===== src/rtl/sipo_frame_controller_if.sv =====
// rtl/sipo_frame_controller_if.sv - serial line and parallel word handshake bundle for sipo_frame_controller
interface sipo_frame_controller_if #(
    parameter int WIDTH = 4
);
    logic             serial_in;
    logic [WIDTH-1:0] data_out;
    logic             data_valid;
    logic             data_ready;
    logic             busy;
    logic             overrun;
    logic             frame_err;

    modport master (
        input  serial_in, data_ready,
        output data_out, data_valid, busy, overrun, frame_err
    );

    modport slave (
        output serial_in, data_ready,
        input  data_out, data_valid, busy, overrun, frame_err
    );
endinterface


===== src/rtl/sipo_frame_controller.sv =====
// rtl/sipo_frame_controller.sv - framed serial word capture into a valid/ready holding register
// Optional even-parity bit between data and stop bits is enabled by defining SIPO_FRAME_PARITY_EN.
module sipo_frame_controller #(
    parameter int WIDTH = 4
) (
    input  logic                   clk,
    input  logic                   clear_n,
    sipo_frame_controller_if.master bus
);
    localparam int CW = $clog2(WIDTH + 1);

`ifdef SIPO_FRAME_PARITY_EN
    typedef enum logic [2:0] {IDLE, SHIFT, PARITY, STOP, RESYNC} state_t;
`else
    typedef enum logic [2:0] {IDLE, SHIFT, STOP, RESYNC} state_t;
`endif

    state_t           state_q, state_d;
    logic [CW-1:0]    cnt_q, cnt_d;
    logic [WIDTH-1:0] sr_q, sr_d;
    logic [WIDTH-1:0] data_q, data_d;
    logic             valid_q, valid_d;
    logic             busy_q, busy_d;
    logic             overrun_q, overrun_d;
    logic             frame_err_q, frame_err_d;
    logic             bad_word;
`ifdef SIPO_FRAME_PARITY_EN
    logic             par_err_q, par_err_d;
`endif

    always_comb begin
        state_d     = state_q;
        cnt_d       = cnt_q;
        sr_d        = sr_q;
        data_d      = data_q;
        valid_d     = valid_q && !bus.data_ready;
        overrun_d   = 1'b0;
        frame_err_d = 1'b0;
        bad_word    = 1'b0;
`ifdef SIPO_FRAME_PARITY_EN
        par_err_d   = par_err_q;
`endif

        case (state_q)
            IDLE: begin
                if (!bus.serial_in) begin
                    cnt_d   = '0;
                    state_d = SHIFT;
                end
            end
            SHIFT: begin
                sr_d = {sr_q[WIDTH-2:0], bus.serial_in};
                if (cnt_q == CW'(WIDTH - 1)) begin
`ifdef SIPO_FRAME_PARITY_EN
                    state_d = PARITY;
`else
                    state_d = STOP;
`endif
                end else begin
                    cnt_d = cnt_q + 1'b1;
                end
            end
`ifdef SIPO_FRAME_PARITY_EN
            PARITY: begin
                par_err_d = (^sr_q) ^ bus.serial_in;
                state_d   = STOP;
            end
`endif
            STOP: begin
`ifdef SIPO_FRAME_PARITY_EN
                bad_word = par_err_q || !bus.serial_in;
`else
                bad_word = !bus.serial_in;
`endif
                // A low stop bit may be the start of a stuck line, so wait for it to rise.
                state_d = bus.serial_in ? IDLE : RESYNC;
                if (bad_word) begin
                    frame_err_d = 1'b1;
                end else if (valid_q && !bus.data_ready) begin
                    overrun_d = 1'b1;
                end else begin
                    data_d  = sr_q;
                    valid_d = 1'b1;
                end
            end
            RESYNC: begin
                if (bus.serial_in) begin
                    state_d = IDLE;
                end
            end
            default: state_d = IDLE;
        endcase

        busy_d = (state_d != IDLE);
    end

    always_ff @(posedge clk or negedge clear_n) begin
        if (!clear_n) begin
            state_q     <= IDLE;
            cnt_q       <= '0;
            sr_q        <= '0;
            data_q      <= '0;
            valid_q     <= 1'b0;
            busy_q      <= 1'b0;
            overrun_q   <= 1'b0;
            frame_err_q <= 1'b0;
`ifdef SIPO_FRAME_PARITY_EN
            par_err_q   <= 1'b0;
`endif
        end else begin
            state_q     <= state_d;
            cnt_q       <= cnt_d;
            sr_q        <= sr_d;
            data_q      <= data_d;
            valid_q     <= valid_d;
            busy_q      <= busy_d;
            overrun_q   <= overrun_d;
            frame_err_q <= frame_err_d;
`ifdef SIPO_FRAME_PARITY_EN
            par_err_q   <= par_err_d;
`endif
        end
    end

    assign bus.data_out   = data_q;
    assign bus.data_valid = valid_q;
    assign bus.busy       = busy_q;
    assign bus.overrun    = overrun_q;
    assign bus.frame_err  = frame_err_q;
endmodule


===== src/flat_wrapper.sv =====
// flat-port wrapper written by rule: the top's interface ports become plain ports
module sipo_frame_controller_flat 
#(
    parameter int WIDTH = 4
)
  (clk, clear_n, bus_serial_in, bus_data_ready, bus_data_out, bus_data_valid, bus_busy, bus_overrun, bus_frame_err);
  sipo_frame_controller_if #(.WIDTH(WIDTH)) bus_i ();
  input  logic clk;
  input  logic clear_n;
  input wire logic [$bits(bus_i.serial_in)-1:0] bus_serial_in;
  input wire logic [$bits(bus_i.data_ready)-1:0] bus_data_ready;
  output wire logic [$bits(bus_i.data_out)-1:0] bus_data_out;
  output wire logic [$bits(bus_i.data_valid)-1:0] bus_data_valid;
  output wire logic [$bits(bus_i.busy)-1:0] bus_busy;
  output wire logic [$bits(bus_i.overrun)-1:0] bus_overrun;
  output wire logic [$bits(bus_i.frame_err)-1:0] bus_frame_err;
  assign bus_i.serial_in = bus_serial_in;
  assign bus_i.data_ready = bus_data_ready;
  assign bus_data_out = bus_i.data_out;
  assign bus_data_valid = bus_i.data_valid;
  assign bus_busy = bus_i.busy;
  assign bus_overrun = bus_i.overrun;
  assign bus_frame_err = bus_i.frame_err;
  sipo_frame_controller #(.WIDTH(WIDTH)) u_core (.clk(clk), .clear_n(clear_n), .bus(bus_i));
endmodule

===== config.mk =====
export PLATFORM = sky130hd
export DESIGN_NAME = sipo_frame_controller_flat
export DESIGN_NICKNAME = d
export VERILOG_FILES = /design/src/rtl/sipo_frame_controller_if.sv /design/src/rtl/sipo_frame_controller.sv /design/src/flat_wrapper.sv
export SDC_FILE = /design/constraint.sdc
export NUM_CORES = 1
export LEC_CHECK = 0
export ABC_AREA = 1
export CAP_MARGIN = 20
export CORE_UTILIZATION = 54
export CTS_CLUSTER_SIZE = 30
export DETAILED_ROUTE_END_ITERATION = 8
export HOLD_SLACK_MARGIN = 0.03
export MAX_ROUTING_LAYER = met4
export PLACE_DENSITY = 0.78
export SYNTH_ARGS = -nofsm -noshare
export SYNTH_HDL_FRONTEND = slang
export SYNTH_SLANG_ARGS = --single-unit

===== constraint.sdc =====
create_clock -name clk -period 2.8 [get_ports clk]
set_clock_uncertainty 0.2 [all_clocks]
set_input_delay 0.56 -clock clk [delete_from_list [all_inputs] [get_ports clk]]
set_output_delay 0.56 -clock clk [all_outputs]
set_load 0.01 [all_outputs]

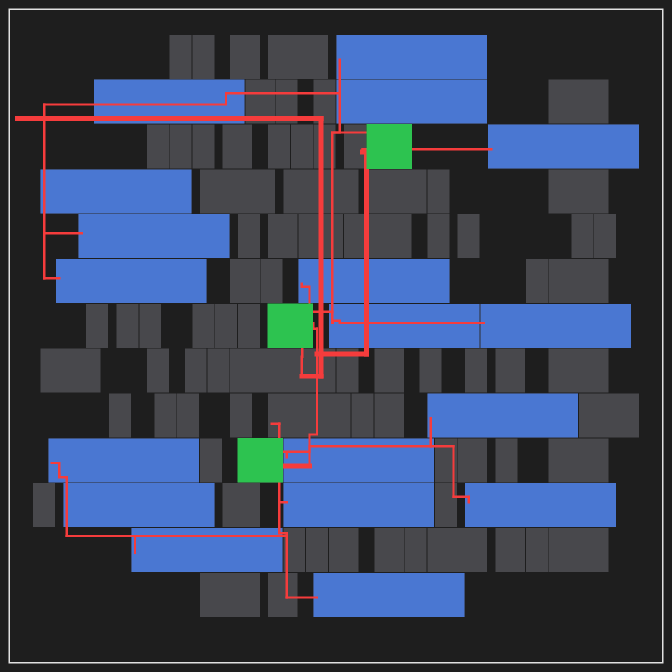
**Above:** run 1 (clock network drawn from the DEF).
red -> clock wires  # length 191 um
green -> clock-net drivers  # count 3
blue -> flip-flops  # count 18
flops lie = all over the die

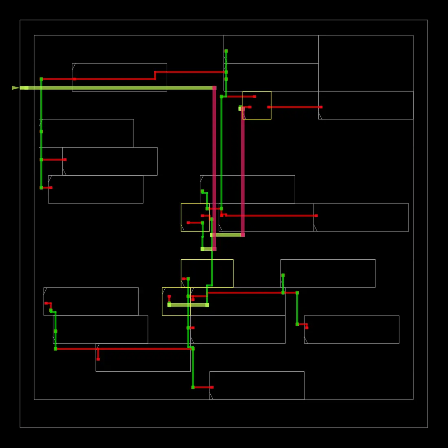
**Above:** run 1 (clock nets).
number of CTS-inserted buffers: 3
CTS sink count: 18
P_clk: 0.000153 W
number of sequential cells in the layout: 18

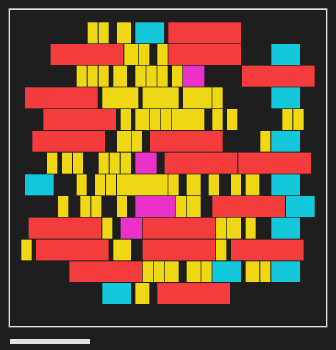
**Above:** run 1 (placed cells, one colour a class).
The bar under the picture is 10 um long.
yellow -> remaining logic cells  # cells 66
cyan -> remaining buffers and delay cells  # cells 11
magenta -> clock drivers and dummy loads  # cells 4
red -> sequential cells  # cells 18

-- run 1: layout make-up --
cell class	count	share of cell area, %
well taps	15	2.02
repair buffers	11	11.9
flip-flops and latches	18	48.6
multi-input cells	50	27.1
inverters	16	6.48
clock buffers	4	3.91
-- run 1: kinds of logic after synthesis --
| family | count (synthesis) | synth area share [%] |
|---|---|---|
| other | 1 | 0.492 |
| DFF | 18 | 59.1 |
| and+or+nand+nor | 39 | 24.0 |
| buffers and inverters | 16 | 7.88 |
| adders and majority gates | 2 | 3.28 |
| AOI/OAI and AO/OA | 8 | 5.25 |
-- run 1: final timing paths --
kind / startpoint / to / slack (ns) / cells past startpoint
max in group asynchronous: clear_n / u_core.bus.data_valid / 1.40 / 1
worst max register to register: u_core.cnt_q[0] / u_core.cnt_q[0] / 1.27 / 6
worst min-delay path: u_core.bus.data_out[0] / u_core.bus.data_out[0] / 0.30 / 2
worst max-delay path: u_core.bus.data_out[1] / bus_data_out[1] / 0.84 / 1
min in group asynchronous: clear_n / u_core.bus.data_out[3] / 0.52 / 1
worst min register to register: u_core.bus.data_out[0] / u_core.bus.data_out[0] / 0.30 / 2
-- run 1: report_power, final --
part	switching [W]	internal, W
clock network	0.0000741	0.0000792
registers	0.0000369	0.000318
logic	0.0000895	0.0000692
-- run 1: state kept, by name, summed over array words and instances (netlist names) --
| name | count |
|---|---|
| u_core.bus.busy | 1 |
| u_core.bus.data_out | 4 |
| u_core.bus.data_valid | 1 |
| u_core.bus.frame_err | 1 |
| u_core.bus.overrun | 1 |
| u_core.cnt_q | 3 |
| u_core.sr_q | 4 |
| u_core.state_q | 3 |
==> deck_impl_summary.md, run 1 <==
Key Metrics from the Run

Detailed routing
  • Routed len/inst: 10.7 um
  • Number of detailed-routing iterations run before antenna repair: 4
  • Total via count after detailed routing: 563
  • Routed length on met1: 536 um

Critical path
  • Startpoint kind of the worst setup timing path: flop
  • CP Data Arrival Time: 1.20 ns
  • Cell family contributing the most delay on the critical path: buffers and inverters
  • Ordered cell list for the critical path: clkdlybuf4s50_1
  • Slowest library cell on the worst path: clkdlybuf4s50_1
  • Max Fanout on Critical Path: 2

Finish
  • Top cells excl fill/tap: 22 x nand2_1, 18 x dfrtp_1, 13 x inv_1, 11 x clkdlybuf4s50_1
  • Area occupied by multi-input gates: 251 um2

Floorplanning
  • Overall die width: 39.6 um
  • Num ports: 12
  • Core box area: 1300 um2
  • Die outline area: 1570 um2

STA
  • Headroom to the max-slew limit: 48.3%
  • Final worst hold slack: 0.302 ns
  • TNS Setup: 0 ns
  • Unrepaired setup endpoints after global routing: no

Status
  • Status: finished clean

GRT
  • Via count of the first global-routing pass: 468
  • Pin count of the biggest net entering global routing: 19
  • Initial antenna violation count: 0
  • GR peak layer: met2

Yosys
  • Post-Synthesis Cells: 84
  • Leading post-synthesis cells by instance count: 22 x nand2_1, 18 x dfrtp_1, 13 x inv_1
  • Number of synthesized register bits: 18
  • Number of cell instances after yosys synthesis: 84
  • Most used DFF post-synth: dfrtp_1
  • Cell taking the most area after synthesis: dfrtp_1

Job
  • Reported max-cap violation count: 0

Placement
  • Total placed instance area: 891 um2
  • Half-perimeter wire length after placement: 923 um

Power
  • Power density cells: 720 nW/um2

CTS
  • Number of H-tree branching levels: 1
## Run 2: what changed since run 1
--- a/config.mk
+++ b/config.mk
@@ -7,12 +7,12 @@
 export LEC_CHECK = 0
 export ABC_AREA = 1
 export CAP_MARGIN = 20
-export CORE_UTILIZATION = 54
+export CORE_UTILIZATION = 50
 export CTS_CLUSTER_SIZE = 30
 export DETAILED_ROUTE_END_ITERATION = 8
 export HOLD_SLACK_MARGIN = 0.03
 export MAX_ROUTING_LAYER = met4
-export PLACE_DENSITY = 0.78
+export PLACE_DENSITY = 0.73
 export SYNTH_ARGS = -nofsm -noshare
 export SYNTH_HDL_FRONTEND = slang
 export SYNTH_SLANG_ARGS = --single-unit
==> constraint.sdc (replaced) <==
create_clock -name clk -period 2 [get_ports clk]
set_clock_uncertainty 0.2 [all_clocks]
set_input_delay 0.4 -clock clk [delete_from_list [all_inputs] [get_ports clk]]
set_output_delay 0.4 -clock clk [all_outputs]
set_load 0.01 [all_outputs]
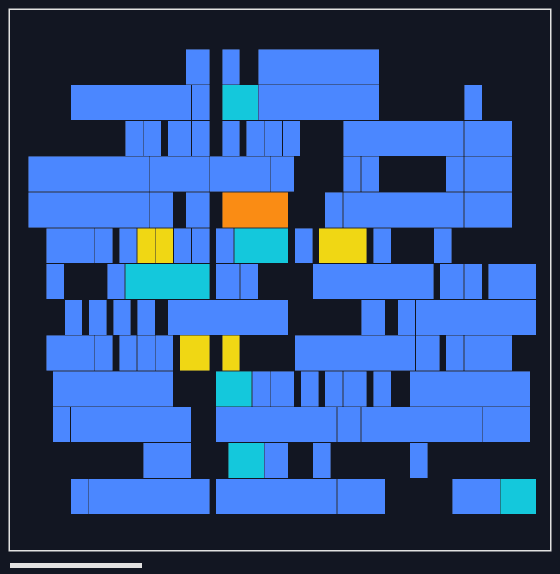
**Above:** run 2 (cells by drive strength).
The bar under the picture is 10 um long.
cyan -> x3 and x4  # cells 6
blue -> x1 and smaller  # cells 88
orange -> x6 and larger  # cells 1
yellow -> x2  # cells 5

==> run 2 against run 1 <==
Net effect:
- cell area grew 0.81%
- worst setup slack lost 0.62 ns
- via count shrank 3.2%
- largest cell class unchanged
- largest power group unchanged
==> deck_impl_summary.md, run 2 <==
Key Metrics from the Run

Status
  • Status: finished clean

Finish
  • Area occupied by registers: 450 um2
  • Layout cells sized above 1: 12.0%
  • Area occupied by multi-input gates: 251 um2
  • Area growth from synthesis to final layout: 22.7%
  • Top cells excl fill/tap: 22 x nand2_1, 18 x dfrtp_1, 13 x inv_1, 11 x clkdlybuf4s50_1
  • Number of inserted diodes: 0
  • Layout filler cell count: 112
  • Number of nets at the end of the flow: 107
  • Final Instance Count excl. Fillers: 115

CTS
  • Buffers from clock root to sink, at most: 2
  • CTS sink count: 18
  • Number of H-tree branching levels: 1
  • Cell chosen for the clock root: clkbuf_4
  • Number of CTS-inserted buffers: 3
  • Number of buffers added for setup after CTS: 0

Critical path
  • Cell count of the worst reg-to-reg path: 6
  • Critical path class: flop to primary output
  • Reg-to-reg endpoint: u_core.cnt_q[1]
  • CP Data Arrival Time: 1.18 ns
  • Cell family contributing the most delay on the critical path: buffers and inverters
  • Ordered cell list for the critical path: clkdlybuf4s50_1
  • Setup slack on the worst flop-to-flop path: 0.51 ns
  • Worst EP required: 1.40 ns
  • Slowest library cell on the worst path: clkdlybuf4s50_1
  • Startpoint kind of the worst setup timing path: flop
  • CP bufs+invs: 1
  • Max Fanout on Critical Path: 2
  • Startpoint of the lowest-slack register-to-register path: u_core.cnt_q[0]
  • Delay of the slowest cell on the worst path: 0.53 ns

GRT
  • GR peak layer: met2
  • Pin count of the biggest net entering global routing: 19
  • Initial antenna violation count: 0
  • GRT Total Usage: 17.9%
  • Remaining global-route overflow: 0
  • Via count of the first global-routing pass: 417

Detailed routing
  • Highest layer used for signal routing: met4
  • Sum of routed wire length over all layers: 1.15 mm
  • Routed len/inst: 10.0 um
  • Routed length on met1: 564 um
  • Number of detailed-routing iterations run before antenna repair: 2
  • DRC violation total after the first TritonRoute iteration: 12
  • Total via count after detailed routing: 545
  • Met3 Routed Length: 47 um

Floorplanning
  • Core box area: 1370 um2
  • Overall die width: 41.0 um
  • Num ports: 12
  • Die outline area: 1680 um2
  • Chip Height: 41.0 um
  • Number of rows created at floorplan: 13
  • Core Util at FP: 55.8%

Yosys
  • Leading post-synthesis cells by instance count: 22 x nand2_1, 18 x dfrtp_1, 13 x inv_1
  • Post-synth area from yosys stat: 762 um2
  • Number of synthesized register bits: 18
  • Most repeated cell in the gate-level netlist after synthesis: nand2_1
  • Number of cell instances after yosys synthesis: 84
  • Most used DFF post-synth: dfrtp_1
  • Cell taking the most area after synthesis: dfrtp_1
  • Post-Synthesis Cells: 84
  • Asr flop ratio synth: 100%
  • Tally of yosys warning messages: 0

Power
  • Worst-case vdd ir drop: 0.000659 V
  • P_leak: 0.485 nW
  • Power density cells: 998 nW/um2

STA
  • TNS Setup: 0 ns
  • Final setup violation count: 0
  • Unrepaired setup endpoints after global routing: no
  • Final Cycle Share: 88.9%
  • Final hold violation count: 0

Placement
  • Half-perimeter wire length after placement: 852 um
  • DP Cell Count: 111
  • Last weighted congestion value of the routability-driven placer: 0.738

Job
  • Tool warnings: 26
  • Reported max-cap violation count: 0
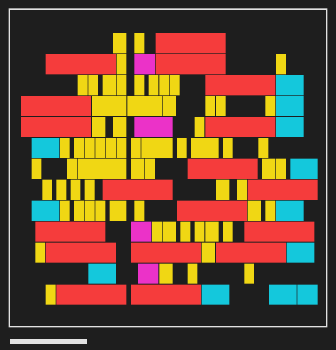
**Above:** run 2 (placed cells, one colour a class).
The bar under the picture is 10 um long.
red -> sequential cells  # cells 18
magenta -> clock drivers and dummy loads  # cells 4
yellow -> remaining logic cells  # cells 66
cyan -> remaining buffers and delay cells  # cells 12

==> run 2: cells by family after synthesis <==
| logic type | after synthesis | synth area share, % |
|---|---|---|
| buffers and inverters | 16 | 7.88 |
| adders and majority gates | 2 | 3.28 |
| AOI/OAI and AO/OA | 8 | 5.25 |
| DFF | 18 | 59.1 |
| other | 1 | 0.492 |
| and+or+nand+nor | 39 | 24.0 |
==> run 2: where the power goes <==
part           switching [W]  internal (W)  total [W]
Combinational       0.000118     0.0000979   0.000216
Clock               0.000108      0.000111   0.000219
Sequential         0.0000521      0.000445   0.000497
Total               0.000278      0.000654   0.000932
==> run 2: final cells by class <==
| cell class | count | area share (%) |
|---|---|---|
| clock buffers | 4 | 3.88 |
| repair buffers | 12 | 12.6 |
| well taps | 15 | 2.01 |
| flip-flops and latches | 18 | 48.2 |
| inverters | 16 | 6.43 |
| multi-input cells | 50 | 26.9 |
==> run 2: worst max path at each step <==
stage                                         to                    from  depth (start not counted)  slack [ns]
after floorplan                  u_core.cnt_q[0]         u_core.cnt_q[0]                          6        0.61
after global placement    u_core.bus.data_out[0]          bus_data_ready                          6        0.36
after detailed placement  u_core.bus.data_out[1]          bus_data_ready                          6        0.34
after CTS                        bus_data_out[2]  u_core.bus.data_out[2]                          1        0.21
after global routing             bus_data_out[3]  u_core.bus.data_out[3]                          1        0.15
final                            bus_data_out[1]  u_core.bus.data_out[1]                          1        0.22
==> run 2: stage by stage <==
step	area (um2)	hold WS (ns)	setup slack [ns]	total power, W	util (%)
after detailed placement	898	0.277	0.341	0.000723	65.8
after global routing	935	0.250	0.149	0.000996	68.4
after floorplan	762	-0.0956	0.614	0.000645	-
final	935	0.219	0.222	0.000932	68.4
after CTS	935	0.221	0.213	0.000942	68.4
after global placement	898	0.272	0.359	0.000717	65.8
## Run 3: what changed since run 2
--- a/config.mk
+++ b/config.mk
@@ -12,7 +12,7 @@
 export DETAILED_ROUTE_END_ITERATION = 8
 export HOLD_SLACK_MARGIN = 0.03
 export MAX_ROUTING_LAYER = met4
-export PLACE_DENSITY = 0.73
+export PLACE_DENSITY = 0.85
 export SYNTH_ARGS = -nofsm -noshare
 export SYNTH_HDL_FRONTEND = slang
 export SYNTH_SLANG_ARGS = --single-unit
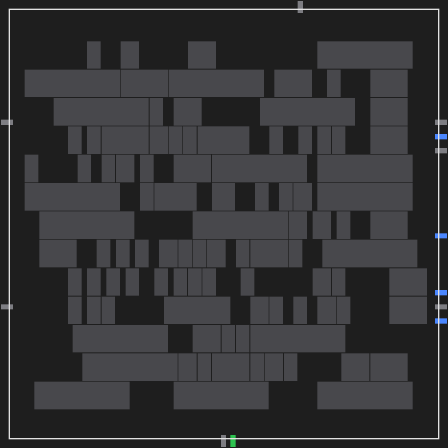
**Above:** run 3 (pin placement).
Pins as bars across the die edge, other pins in grey.
green -> bus_frame_err  # pins 1, direction output, edge bottom
blue -> bus_data_out  # pins 4, direction output, edge right
all pins by edge = 7 right, 2 left, 2 bottom, 1 top

==> run 3 against run 2 <==
Net effect:
- core utilization is the same
- cell count unchanged
- cell area did not move
- area after synthesis is the same
- wire length increased by 12%
- sequential cell count stayed put
- sequential power about the same
- critical path type unchanged
- largest cell class unchanged
==> deck_impl_summary.md, run 3 <==
Key Metrics from the Run

Finish
  • Number of nets at the end of the flow: 107
  • Number of inserted diodes: 0
  • Top cells excl fill/tap: 22 x nand2_1, 18 x dfrtp_1, 13 x inv_1, 11 x clkdlybuf4s50_1
  • Area growth from synthesis to final layout: 22.7%
  • Layout cells sized above 1: 12.0%

Yosys
  • Tally of yosys warning messages: 0
  • Leading post-synthesis cells by instance count: 22 x nand2_1, 18 x dfrtp_1, 13 x inv_1
  • Asr flop ratio synth: 100%
  • Cell taking the most area after synthesis: dfrtp_1
  • Post-Synthesis Cells: 84

CTS
  • Number of CTS-inserted buffers: 3
  • Cell chosen for the clock root: clkbuf_4
  • Number of buffers added for setup after CTS: 0
  • Number of H-tree branching levels: 1

GRT
  • Via count of the first global-routing pass: 482
  • Initial antenna violation count: 0
  • Remaining global-route overflow: 0
  • Pin count of the biggest net entering global routing: 19

STA
  • Final hold violation count: 0
  • TNS Setup: 0 ns
  • Final Cycle Share: 90.6%
  • Final setup violation count: 0

Placement
  • DP Cell Count: 111
  • Setup slack after placement: 0.360 ns

Floorplanning
  • Number of rows created at floorplan: 13
  • Num ports: 12
  • Chip Height: 41.0 um
  • Core Util at FP: 55.8%

Critical path
  • Reg-to-reg endpoint: u_core.cnt_q[1]
  • Delay of the slowest cell on the worst path: 0.56 ns
  • CP Data Arrival Time: 1.21 ns
  • Cell family contributing the most delay on the critical path: buffers and inverters
  • Max Fanout on Critical Path: 1

Detailed routing
  • DRC violation total after the first TritonRoute iteration: 4

Power
  • Power density cells: 1010 nW/um2
  • Worst-case vdd ir drop: 0.000533 V

Status
  • Status: finished clean

Job
  • Tool warnings: 26
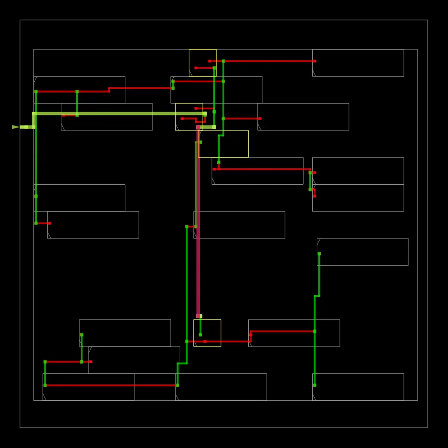
**Above:** run 3 (clock nets).
P_clk: 0.000223 W
clk latency late pin: 0.29 ns
clock buffer count: 4

run 3: per-stage QoR:
step	total power [W]	hold slack, ns	cell area [um2]
after global routing	0.00101	0.262	935
after CTS	0.000953	0.230	935
after detailed placement	0.000729	0.278	898
after floorplan	0.000645	-0.0956	762
after global placement	0.000715	0.273	898
final	0.000943	0.226	935
run 3: kinds of logic (layout without fill, tap and decap cells):
family / count (synthesis) / count (layout) / synth area share [%]
simple gates: 39 / 39 / 24.0
fa+ha+maj: 2 / 2 / 3.28
flops: 18 / 18 / 59.1
buf+inv: 16 / 32 / 7.88
other cells: 1 / 1 / 0.492
compound gates: 8 / 8 / 5.25
run 3: cell type report:
cell class | count | area, um2
Multi-Input combinational cell | 50 | 251
Timing Repair Buffer | 12 | 118
Tap cell | 15 | 18.8
Clock buffer | 4 | 36.3
Fill cell | 111 | 432
Inverter | 16 | 60.1
Sequential cell | 18 | 450
run 3: worst register-to-register path, stage by stage, from the launching register on:
cell	delay (ns)
dfrtp_1	0.41
ha_1	0.21
ha_1	0.22
inv_1	0.08
nand3_1	0.13
nand3_1	0.10
nand2_1	0.05
run 3: report_power, final:
part	internal (W)	switching, W	leakage (nW)
logic	0.0000986	0.000124	0.225
registers	0.000445	0.0000529	0.240
clock network	0.000111	0.000112	0.0210
total	0.000655	0.000288	0.485
run 3: per-layer routing:
layer / vias to the layer above / wire length (um) / global-route usage [%] / part of all wire, %
met3: 2 / 46 / 3.26 / 3.6
met5: - / 0 / - / 0
met4: 0 / 19 / 7.50 / 1.5
met2: 13 / 619 / 32.4 / 48
li1: 284 / - / - / -
met1: 238 / 603 / 23.6 / 47
Power figures rest on the tool's default switching activity, not on a simulated workload.
